File: config.mk
export PLATFORM = sky130hd
export DESIGN_NAME = drive_cmd_ctrl
export DESIGN_NICKNAME = d
export VERILOG_FILES = /design/src/rtl/drive_cmd_ctrl.sv
export SDC_FILE = /design/constraint.sdc
export NUM_CORES = 1
export LEC_CHECK = 0
export CAP_MARGIN = 0
export CORE_ASPECT_RATIO = 2
export CORE_MARGIN = 2
export CORE_UTILIZATION = 40
export DETAILED_ROUTE_END_ITERATION = 10
export HOLD_SLACK_MARGIN = 0.08
export SYNTH_ARGS = -nofsm -noshare
export SYNTH_HDL_FRONTEND = slang
export SYNTH_SLANG_ARGS = --single-unit
File: constraint.sdc
create_clock -name sys_clk -period 5.11 [get_ports sys_clk]
set_input_delay 0.7665 -clock sys_clk [delete_from_list [all_inputs] [get_ports sys_clk]]
set_output_delay 0.7665 -clock sys_clk [all_outputs]
set_load 0.02 [all_outputs]
File: src/rtl/drive_cmd_ctrl.sv
// rtl/drive_cmd_ctrl.sv - debounced DIP-switch drive command FSM with STOP dwell on GO<->BACK reversal
// Optional feature macro: ILLEGAL_FORCE_STOP_EN (illegal debounced code forces STOP and RUN)
module drive_cmd_ctrl #(
  parameter int DEB_NUM = 1_000_000,
  parameter int GAP_NUM = 25_000_000
) (
  input  logic       sys_clk,
  input  logic       sys_rst_n,
  input  logic [3:0] sw_in,
  output logic [3:0] state_out,
  output logic       state_chg,
  output logic       illegal
);
  localparam int DW = (DEB_NUM > 1) ? $clog2(DEB_NUM) : 1;
  localparam int GW = (GAP_NUM > 1) ? $clog2(GAP_NUM) : 1;
  localparam logic [DW-1:0] DEB_LAST = DW'(DEB_NUM - 1);
  localparam logic [GW-1:0] GAP_LAST = GW'(GAP_NUM - 1);
  localparam logic [3:0] C_STOP = 4'b0000;
  localparam logic [3:0] C_GO   = 4'b0001;
  localparam logic [3:0] C_BACK = 4'b1000;

  typedef enum logic {RUN, GAP} fsm_t;

  logic [3:0]    sync1_q, sync2_q, prev_q;
  logic [3:0]    deb_q, deb_d;
  logic [DW-1:0] deb_cnt_q, deb_cnt_d;
  logic [GW-1:0] gap_cnt_q;
  fsm_t          fsm_q;
  logic [3:0]    state_q;
  logic          chg_q, illegal_q;
  logic          deb_legal, reversal;

  function automatic logic is_legal(input logic [3:0] c);
    case (c)
      4'b0000, 4'b0001, 4'b0010, 4'b0100, 4'b1000: is_legal = 1'b1;
      default:                                     is_legal = 1'b0;
    endcase
  endfunction

  assign deb_legal = is_legal(deb_q);
  assign reversal  = ((state_q == C_GO) && (deb_q == C_BACK)) ||
                     ((state_q == C_BACK) && (deb_q == C_GO));

  // Counter runs only while the synchronized code is steady and differs from the debounced one.
  always_comb begin
    deb_d     = deb_q;
    deb_cnt_d = deb_cnt_q + DW'(1);
    if ((sync2_q != prev_q) || (sync2_q == deb_q)) begin
      deb_cnt_d = '0;
    end else if (deb_cnt_q == DEB_LAST) begin
      deb_d     = sync2_q;
      deb_cnt_d = '0;
    end
  end

  always_ff @(posedge sys_clk) begin
    if (!sys_rst_n) begin
      sync1_q   <= '0;
      sync2_q   <= '0;
      prev_q    <= '0;
      deb_q     <= '0;
      deb_cnt_q <= '0;
    end else begin
      sync1_q   <= sw_in;
      sync2_q   <= sync1_q;
      prev_q    <= sync2_q;
      deb_q     <= deb_d;
      deb_cnt_q <= deb_cnt_d;
    end
  end

  always_ff @(posedge sys_clk) begin
    if (!sys_rst_n) begin
      fsm_q     <= RUN;
      state_q   <= C_STOP;
      chg_q     <= 1'b0;
      illegal_q <= 1'b0;
      gap_cnt_q <= '0;
    end else begin
      chg_q     <= 1'b0;
      illegal_q <= !deb_legal;
      case (fsm_q)
        RUN: begin
`ifdef ILLEGAL_FORCE_STOP_EN
          if (!deb_legal) begin
            state_q <= C_STOP;
            chg_q   <= (state_q != C_STOP);
          end else
`endif
          if (deb_legal && (deb_q != state_q)) begin
            chg_q <= 1'b1;
            if (reversal) begin
              state_q   <= C_STOP;
              gap_cnt_q <= '0;
              fsm_q     <= GAP;
            end else begin
              state_q <= deb_q;
            end
          end
        end
        GAP: begin
          // state_q is STOP throughout the dwell, so only a non-STOP target pulses.
`ifdef ILLEGAL_FORCE_STOP_EN
          if (!deb_legal) begin
            state_q <= C_STOP;
            fsm_q   <= RUN;
          end else
`endif
          if (deb_q == C_STOP) begin
            fsm_q <= RUN;
          end else if (gap_cnt_q == GAP_LAST) begin
            state_q <= deb_legal ? deb_q : C_STOP;
            chg_q   <= deb_legal;
            fsm_q   <= RUN;
          end else begin
            gap_cnt_q <= gap_cnt_q + GW'(1);
          end
        end
        default: fsm_q <= RUN;
      endcase
    end
  end

  assign state_out = state_q;
  assign state_chg = chg_q;
  assign illegal   = illegal_q;

endmodule

Met1 routing:
Drawn at 4 px/um.
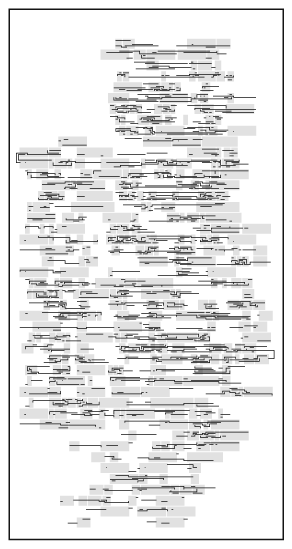
nets with wire on the layer	359
main direction	horizontal
met1 track utilization from global routing: 0.219
via count: 2,783
final wirelength: 7800 um

Metal 2:
Drawn at 4 px/um.
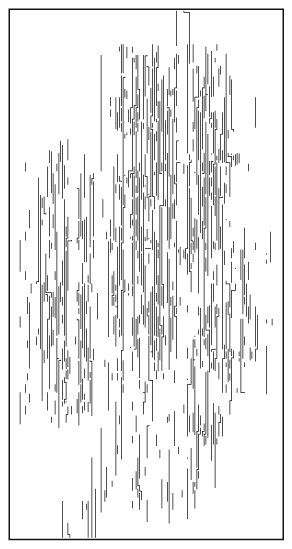
longest straight run	42.7 um
share of all routed wire	52%
wire length on this layer	4,060 um
routing usage on met2: 0.311

The metal 3 layer:
Drawn at 3 px/um.
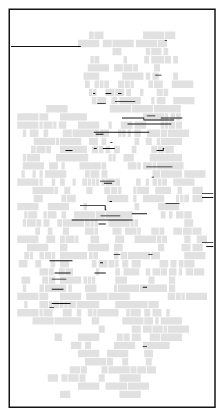
share of all routed wire	2.8%
main direction	horizontal

The metal 4 layer:
Drawn at 3 px/um.
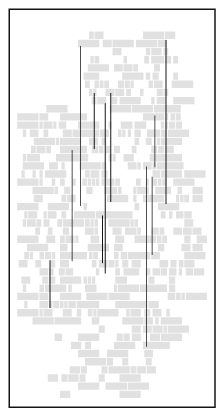
main direction	vertical
nets with wire on the layer	8

Routing congestion map:
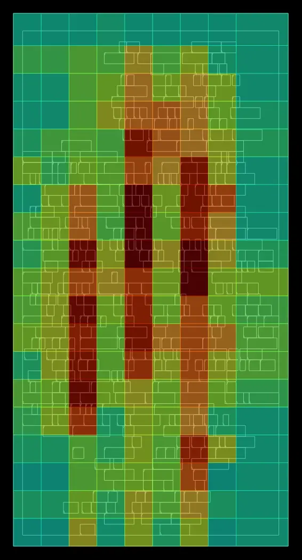
Overall Global Routing Usage: 0.192
wire length per cell after detailed routing: 16.3 um
post-layout utilization of the core: 0.474
Global Route met3 Usage: 0.0239

==> git commit body <==
Refresh implementation metrics

* # port buffers: 11
- WS Path Type: reg -> reg
* Unique cell types: between 50 and 60
- Buffer cell driving the clock tree root: clkbuf_16
- Syn avg cell area: between 8 and 9 sq um
- Overall die width: between 60 and 70 um
- The power report attributes to the combinational group a share of 0.019.
- Of the total power, the clock network draws 0.557.
- Die area: 0.00900 sq mm
- ANT cells: 0
- Pwr Density: roughly 340 mW/mm^2
- The critical path's slowest stage uses the library cell dfxtp_1.
- Per the timing report, the achievable frequency comes out to between 300 and 400 MHz.
- In the synthesized netlist the async set-or-reset flop fraction comes to 0.
* Worst path depth: 4
- # Max-Cap Violations: 0
- Gates resized during post-CTS repair numbered 0.
- Hold-critical path endpoint: sync2_q[0]
- Setup repair after global routing missed its margin: no
- The share of synthesized area in the top cell type comes to 0.414.
* Number of hold-slack violations in the final timing report: 0
- The later pin in the worst-skew pair is clocked with a latency of 0.34 ns.
- The synthesis report names the predominant flop master as dfxtp_1.
- Final-report setup violation count: 0
- Post-synthesis simple-gate area fraction: 0.287
- The highest supply drop recorded on VDD is 206 uV.
- Remaining Overflow, GRT: 0
* Total area of multi-input combinational cells: 0.00179 sq mm
- TritonCTS built the clock tree.
* Num rows: roughly 46
- The design has 68 sequential cells.
- Layout cell share with drive strength beyond 1: 0.0938
* CP peak stage delay: 0.93 ns
- Maximum number of pins on one net before global-route repair: 28
- Time the worst path needs with I/O delays and setup: between 2 and 3 ns
- Area of the core region: 0.00794 sq mm
* Final critical-path setup slack: around 2.4 ns
- Arithmetic-cell share of the synthesized area counting full adders, half adders and majority gates: 0.00761
- The flow ran to the end, and the final reports show no timing, DRC or antenna violations.
-- power groups by stage --
stage / sequential [mW] / clock, mW / combinational [mW]
2_1_floorplan: 0.549 / 0 / 0.0166
3_3_place_gp: 0.549 / 0 / 0.0244
3_5_place_dp: 0.549 / 0 / 0.0248
4_1_cts: 0.538 / 0.717 / 0.0249
5_1_grt: 0.538 / 0.741 / 0.0271
6_report: 0.538 / 0.707 / 0.0243
-- routing by layer --
metal / vias up / part of all wire / routed length [um] / GRT usage
met2: 64 / 0.52 / 4060 / 0.311
met5: - / 0 / 0 / 0
met4: 0 / 0.050 / 388 / 0.142
met3: 28 / 0.028 / 220 / 0.0239
li1: 1366 / - / - / -
met1: 1325 / 0.40 / 3130 / 0.219
-- layout by cell type (no fill, tap or decap), types with 3 or more instances in the layout --
master / netlist / layout
nor2_1: 40 / 40
o21ai_0: 11 / 10
a311oi_1: 9 / 9
nand3_1: 25 / 25
a41oi_1: 3 / 3
nand4_1: 7 / 7
and4_1: 5 / 5
xnor2_1: 15 / 15
and2_1: 14 / 14
a21oi_1: 17 / 17
o221a_2: 6 / 6
or3_1: 5 / 5
and3_1: 8 / 8
nand2_1: 31 / 31
o31a_1: 3 / 3
nand2b_1: 4 / 4
inv_1: 6 / 6
mux2i_1: 4 / 4
nand3b_1: 4 / 4
clkinvlp_4: 0 / 3
nor3_1: 11 / 11
clkdlybuf4s50_1: 0 / 11
nor4_1: 4 / 4
clkbuf_16: 0 / 9
bufinv_16: 0 / 3
o22ai_1: 4 / 4
xor2_1: 15 / 15
nor4bb_1: 3 / 3
dfxtp_1: 68 / 68
-- cells by family after synthesis --
logic type               after synthesis
adder cells (fa/ha/maj)                2
buffers and inverters                 26
XOR/XNOR                              30
multiplexers                           4
flip-flops                            68
AND-OR/OR-AND                         70
AND/OR/NAND/NOR                      174
Power is estimated from default activity; no workload was simulated.
